===== config.mk =====
export PLATFORM = sky130hd
export DESIGN_NAME = writeback_stage
export DESIGN_NICKNAME = d
export VERILOG_FILES = /design/src/rtl/writeback_stage.sv
export SDC_FILE = /design/constraint.sdc
export NUM_CORES = 1
export LEC_CHECK = 0
export CAP_MARGIN = 20
export CELL_PAD_IN_SITES_DETAIL_PLACEMENT = 0
export CELL_PAD_IN_SITES_GLOBAL_PLACEMENT = 1
export CORE_MARGIN = 10
export CORE_UTILIZATION = 34
export DETAILED_ROUTE_END_ITERATION = 7
export PLACE_DENSITY = 0.76
export SLEW_MARGIN = 15
export SYNTH_ARGS = -nofsm -noshare
export SYNTH_HDL_FRONTEND = slang
export SYNTH_SLANG_ARGS = --single-unit

===== constraint.sdc =====
create_clock -name clk -period 2.1 [get_ports clk]
set_clock_uncertainty 0.2 [all_clocks]
set_input_delay 0.525 -clock clk [delete_from_list [all_inputs] [get_ports clk]]
set_output_delay 0.525 -clock clk [all_outputs]
set_load 0.05 [all_outputs]

===== src/rtl/writeback_stage.sv =====
// writeback_stage: final pipeline stage driving the register-file write port.
// Formats load data, selects the result source and splits FP doubles into two beats.
`default_nettype none
`timescale 1ns/1ps

module writeback_stage #(
  parameter logic [4:0] LINK_REG = 5'd31,
  parameter int         CNT_W    = 32
) (
  input  logic             clk,
  input  logic             rst_n,
  input  logic             mem_valid,
  input  logic [4:0]       mem_rd,
  input  logic             mem_regwrite,
  input  logic             mem_mem2reg,
  input  logic             mem_jal,
  input  logic [1:0]       mem_fpoint,
  input  logic [1:0]       mem_dsize,
  input  logic             mem_loadext,
  input  logic [1:0]       mem_addr_lo,
  input  logic [31:0]      mem_alu,
  input  logic [31:0]      mem_alu_hi,
  input  logic [31:0]      mem_rdata,
  input  logic [31:0]      mem_rdata_hi,
  input  logic [31:0]      mem_link,
  output logic [4:0]       rw,
  output logic [31:0]      busW,
  output logic             wrenable,
  output logic [1:0]       fpoint,
  output logic             wb_stall,
  output logic [CNT_W-1:0] retire_count
);

  typedef enum logic [0:0] {
    IDLE  = 1'b0,
    BEAT1 = 1'b1
  } state_t;

  state_t state, state_next;

  logic        st_valid;
  logic [4:0]  st_rd;
  logic        st_regwrite;
  logic        st_mem2reg;
  logic        st_jal;
  logic [1:0]  st_fpoint;
  logic [1:0]  st_dsize;
  logic        st_loadext;
  logic [1:0]  st_addr_lo;
  logic [31:0] st_alu;
  logic [31:0] st_alu_hi;
  logic [31:0] st_rdata;
  logic [31:0] st_rdata_hi;
  logic [31:0] st_link;

  logic [4:0]  dest;
  logic        write_ok;
  logic        is_double;
  logic [7:0]  lane_byte;
  logic [15:0] lane_half;
  logic [31:0] load_fmt;
  logic [31:0] single_data;
  logic [31:0] hi_word;
  logic [31:0] lo_word;

  always_ff @(posedge clk or negedge rst_n) begin
    if (!rst_n) begin
      state        <= IDLE;
      st_valid     <= 1'b0;
      st_rd        <= 5'd0;
      st_regwrite  <= 1'b0;
      st_mem2reg   <= 1'b0;
      st_jal       <= 1'b0;
      st_fpoint    <= 2'b00;
      st_dsize     <= 2'b00;
      st_loadext   <= 1'b0;
      st_addr_lo   <= 2'b00;
      st_alu       <= 32'd0;
      st_alu_hi    <= 32'd0;
      st_rdata     <= 32'd0;
      st_rdata_hi  <= 32'd0;
      st_link      <= 32'd0;
      retire_count <= '0;
    end else begin
      state <= state_next;
      if (!wb_stall) begin
        st_valid    <= mem_valid;
        st_rd       <= mem_rd;
        st_regwrite <= mem_regwrite;
        st_mem2reg  <= mem_mem2reg;
        st_jal      <= mem_jal;
        st_fpoint   <= mem_fpoint;
        st_dsize    <= mem_dsize;
        st_loadext  <= mem_loadext;
        st_addr_lo  <= mem_addr_lo;
        st_alu      <= mem_alu;
        st_alu_hi   <= mem_alu_hi;
        st_rdata    <= mem_rdata;
        st_rdata_hi <= mem_rdata_hi;
        st_link     <= mem_link;
      end
      if (st_valid && !wb_stall) begin
        retire_count <= retire_count + CNT_W'(1);
      end
    end
  end

  // Integer r0 is hardwired; FP f0 is a real register and stays writable.
  assign dest      = st_jal ? LINK_REG : st_rd;
  assign write_ok  = st_valid && (st_regwrite || st_jal) && (st_fpoint != 2'b11)
                     && !((st_fpoint == 2'b00) && (dest == 5'd0));
  assign is_double = write_ok && (st_fpoint == 2'b10);

  always_comb begin
    lane_byte = 8'd0;
    case (st_addr_lo)
      2'b00:   lane_byte = st_rdata[31:24];
      2'b01:   lane_byte = st_rdata[23:16];
      2'b10:   lane_byte = st_rdata[15:8];
      default: lane_byte = st_rdata[7:0];
    endcase
    lane_half = st_addr_lo[1] ? st_rdata[15:0] : st_rdata[31:16];
    load_fmt  = st_rdata;
    case (st_dsize)
      2'b00:   load_fmt = {{24{st_loadext & lane_byte[7]}}, lane_byte};
      2'b01:   load_fmt = {{16{st_loadext & lane_half[15]}}, lane_half};
      default: load_fmt = st_rdata;
    endcase
  end

  // Doubles take raw words; lane formatting applies only to single-register loads.
  assign single_data = st_jal ? st_link : (st_mem2reg ? load_fmt : st_alu);
  assign hi_word     = st_jal ? st_link : (st_mem2reg ? st_rdata_hi : st_alu_hi);
  assign lo_word     = st_jal ? st_link : (st_mem2reg ? st_rdata : st_alu);

  always_comb begin
    state_next = IDLE;
    wb_stall   = 1'b0;
    rw         = dest;
    busW       = single_data;
    wrenable   = write_ok;
    fpoint     = st_fpoint;
    case (state)
      IDLE: begin
        if (is_double) begin
          wb_stall   = 1'b1;
          busW       = hi_word;
          state_next = BEAT1;
        end
      end
      BEAT1: begin
        rw         = dest | 5'd1;
        busW       = lo_word;
        state_next = IDLE;
      end
      default: state_next = IDLE;
    endcase
  end

endmodule

`default_nettype wire


==> impl_metrics.json <==
{
  "p_leak_uw": 0.00883,
  "largest_family_of_logic_cells_by_area": "simple AND/OR/NAND/NOR gates",
  "syn_nets": 1395,
  "post_synth_xor_area_fraction_pct": 2.63,
  "min_delay_worst_endpoint": "st_alu_hi[17]",
  "kind_of_path_behind_the_tightest_hold_check": "flip-flop to flip-flop",
  "critical_path.most_common_cell": "sky130_fd_sc_hd__buf_12",
  "synth-area-yosys_um2": 10600,
  "ctsHtreeMaxLevel": 1,
  "io_buffer_count": 250,
  "setup-violations-final": 215,
  "syn_to_final_growth_pct": 78.4,
  "rsz0062_at_grt": "true",
  "layout_worst_path_cycle_share_pct": 149,
  "drt-vias-per-instance": 5.14,
  "grt_max_degree": 50,
  "cts_tree": "yes",
  "required_time_at_the_worst_slack_endpoint_ns": 1.37,
  "critical_path.reg2reg.startpoint": "fpoint[0]",
  "max_freq_mhz": 320,
  "critical_path.cell_chain": "mux2_4 -> a22oi_4 -> a21oi_4 -> buf_12 -> a221oi_2 -> buf_4 -> o21ai_4 -> buf_12",
  "post_synth_num_cell_types": 62,
  "clock_buffers": 38,
  "critPathTopFamily": "AND-OR/OR-AND gates",
  "net-switching-power_uw": 5060,
  "filler_cell_count": 2523,
  "non_clock_buffer_area_share_pct": 29.7,
  "clock_power_uw": 4530,
  "cell_with_the_most_instances_after_synthesis": "sky130_fd_sc_hd__nand2_1",
  "combinationalPower_uw": 5640,
  "postCtsHoldBufs": 1,
  "cts_setup_buffers": 18,
  "synth_area_leader_cell": "sky130_fd_sc_hd__dfrtp_1",
  "post_route_cells_drive_above_1_share_pct": 44.8,
  "cp_data_arrival_time_ns": 2.40,
  "die_area_um2": 38700,
  "global_route.usage.met1_pct": 27.4,
  "router_iterations_before_antenna_repair": 7,
  "synth_top_area_share_pct": 49.3,
  "wl_met1_um": 19600,
  "nonClockInverterCount": 3,
  "yosys_warnings": 0,
  "fin_area_um2": 18900,
  "syn_area_per_cell_um2": 8.73,
  "outcome": "complete, but fails checks",
  "dpl-instance-area_um2": 15200,
  "crit-reg2reg-capture": "st_link[27]",
  "timing.hold.ws_ns": 0.268,
  "failed_checks": "negative setup slack",
  "routed.top_layer": "met5",
  "post-route-worst-setup-slack_ns": -1.03,
  "slew_violations": 0,
  "grt_first_pass_wirelength_um": 63000,
  "internal_power_uw": 9960,
  "cp.depth": 8,
  "groute.layer.met2.usage_pct": 33.1,
  "detailroute.wirelength.met2_um": 21400,
  "detail-route-antenna-nets": 0,
  "yosys-stat-cells": 1216,
  "logic_area_um2": 6670,
  "globalRoute.busiestLayer": "met2",
  "met3WireLength_um": 3000,
  "post_synth_instance_area_um2": 10600,
  "nNetsFinal": 1810,
  "ctsLongestPathBuffers": 3,
  "setup.worst_path.start_class": "flip-flop",
  "numPlacedInstances": 1929,
  "switching_portion_of_total_power_pct": 33.7,
  "fin_crit_ns": 3.13,
  "share_of_power_burned_in_registers_pct": 32.3,
  "cp.buffers_inverters": 3,
  "post-place-ws_ns": -0.587,
  "path_clk_slew_ns": 0.06,
  "synth.area.top_cells": "sky130_fd_sc_hd__dfrtp_1 49%, sky130_fd_sc_hd__nand2_1 20%, sky130_fd_sc_hd__mux2_2 4.5%",
  "combinationalPowerShare_pct": 37.5,
  "rrSetupSlack_ns": -0.64,
  "worst_r2r_path_depth": 15,
  "layout_top_cell": "sky130_fd_sc_hd__nand2_1",
  "layout.non_clock_buffers": 467,
  "seq_cell_count": 209,
  "dpl.hpwl_um": 29200,
  "power.density_cell_area_nw_per_um2": 794,
  "antenna_violations_before_repair": 3,
  "comb_area_share_pct": 35.2,
  "setup-tns-final_ns": -114.49,
  "timing.critical_path.slowest_stage_cell": "sky130_fd_sc_hd__dfrtp_1",
  "most_used_flip_flop_cell": "sky130_fd_sc_hd__dfrtp_1"
}
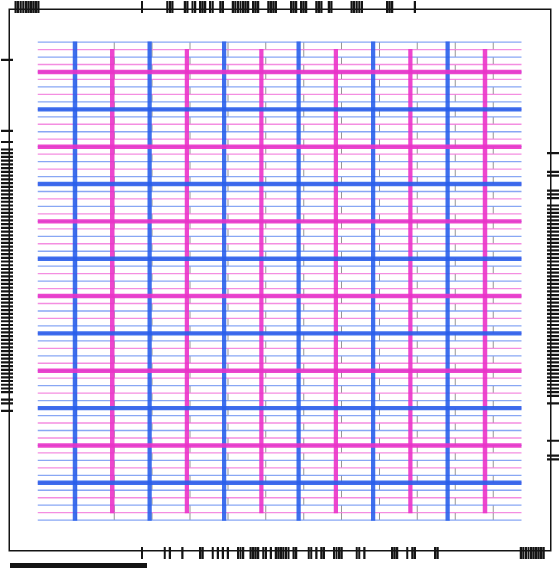
Figure 1: PDN straps and rails.
Scale bar: 50 µm. Pins as bars on the die edge. Tap cells in gray.
Key: magenta = VDD; blue = VSS
12 straps on met4. The core has 64 rows.
maximum ir drop on the vdd rail: 637 µV
die height: 197 µm
DIE WIDTH: 197 µm
Std-Cell Core Area: 30,700 µm²

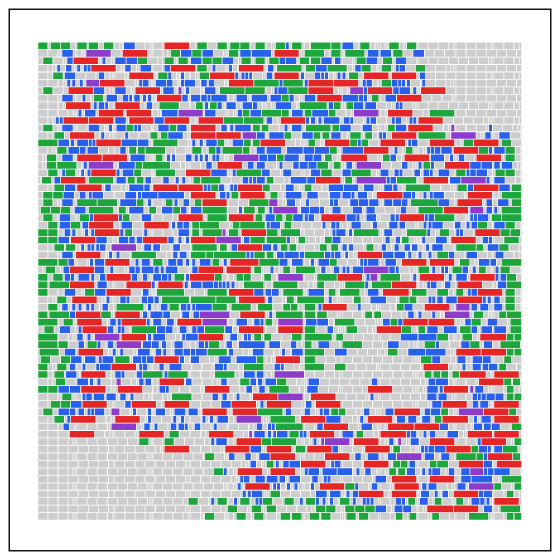
Figure 2: cells colored by class.
Fill, decap, tap and diode cells in gray.
Key: blue = remaining logic cells [cells 928, share of their area 36%]; green = remaining buffers and delay cells [cells 467, share of their area 31%]; purple = clock drivers and dummy loads [cells 45, share of their area 4.6%]; red = registers [cells 209, share of their area 28%]

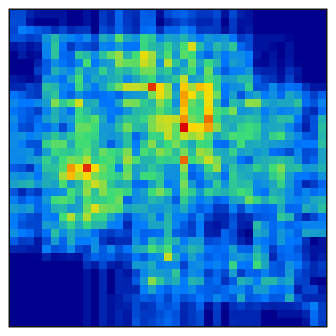
Figure 3: signal metal coverage by tile.
The die is cut into 39 by 39 equal tiles; dark blue is low, red is high, scaled to the fullest tile. Values are wire area over tile area, all layers added.
11% of the tiles are over half the peak. The fullest tile reaches 0.70. The mean over all tiles is 0.19. The densest ninth of the die: center.
routed vias: 10,500
total wire length after detailed routing: 45,100 µm
routed length per placed instance: 22.0 µm
total track usage: 20.6%

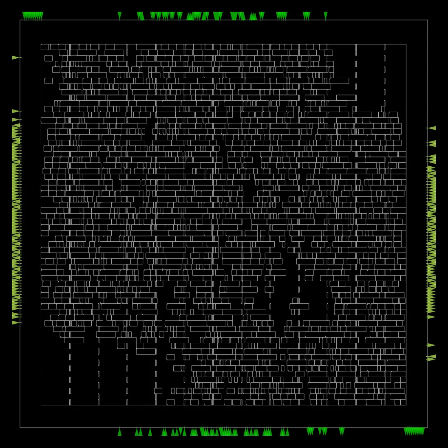
Figure 4: placement view.
fraction of standard cell area that is sequential: 27.7%
num tapcells: 396
final std cells w/o fill: 2,046
Rows: 64
final standard cell utilization of the core: 61.7%

Power and IR drop assume default switching activity.
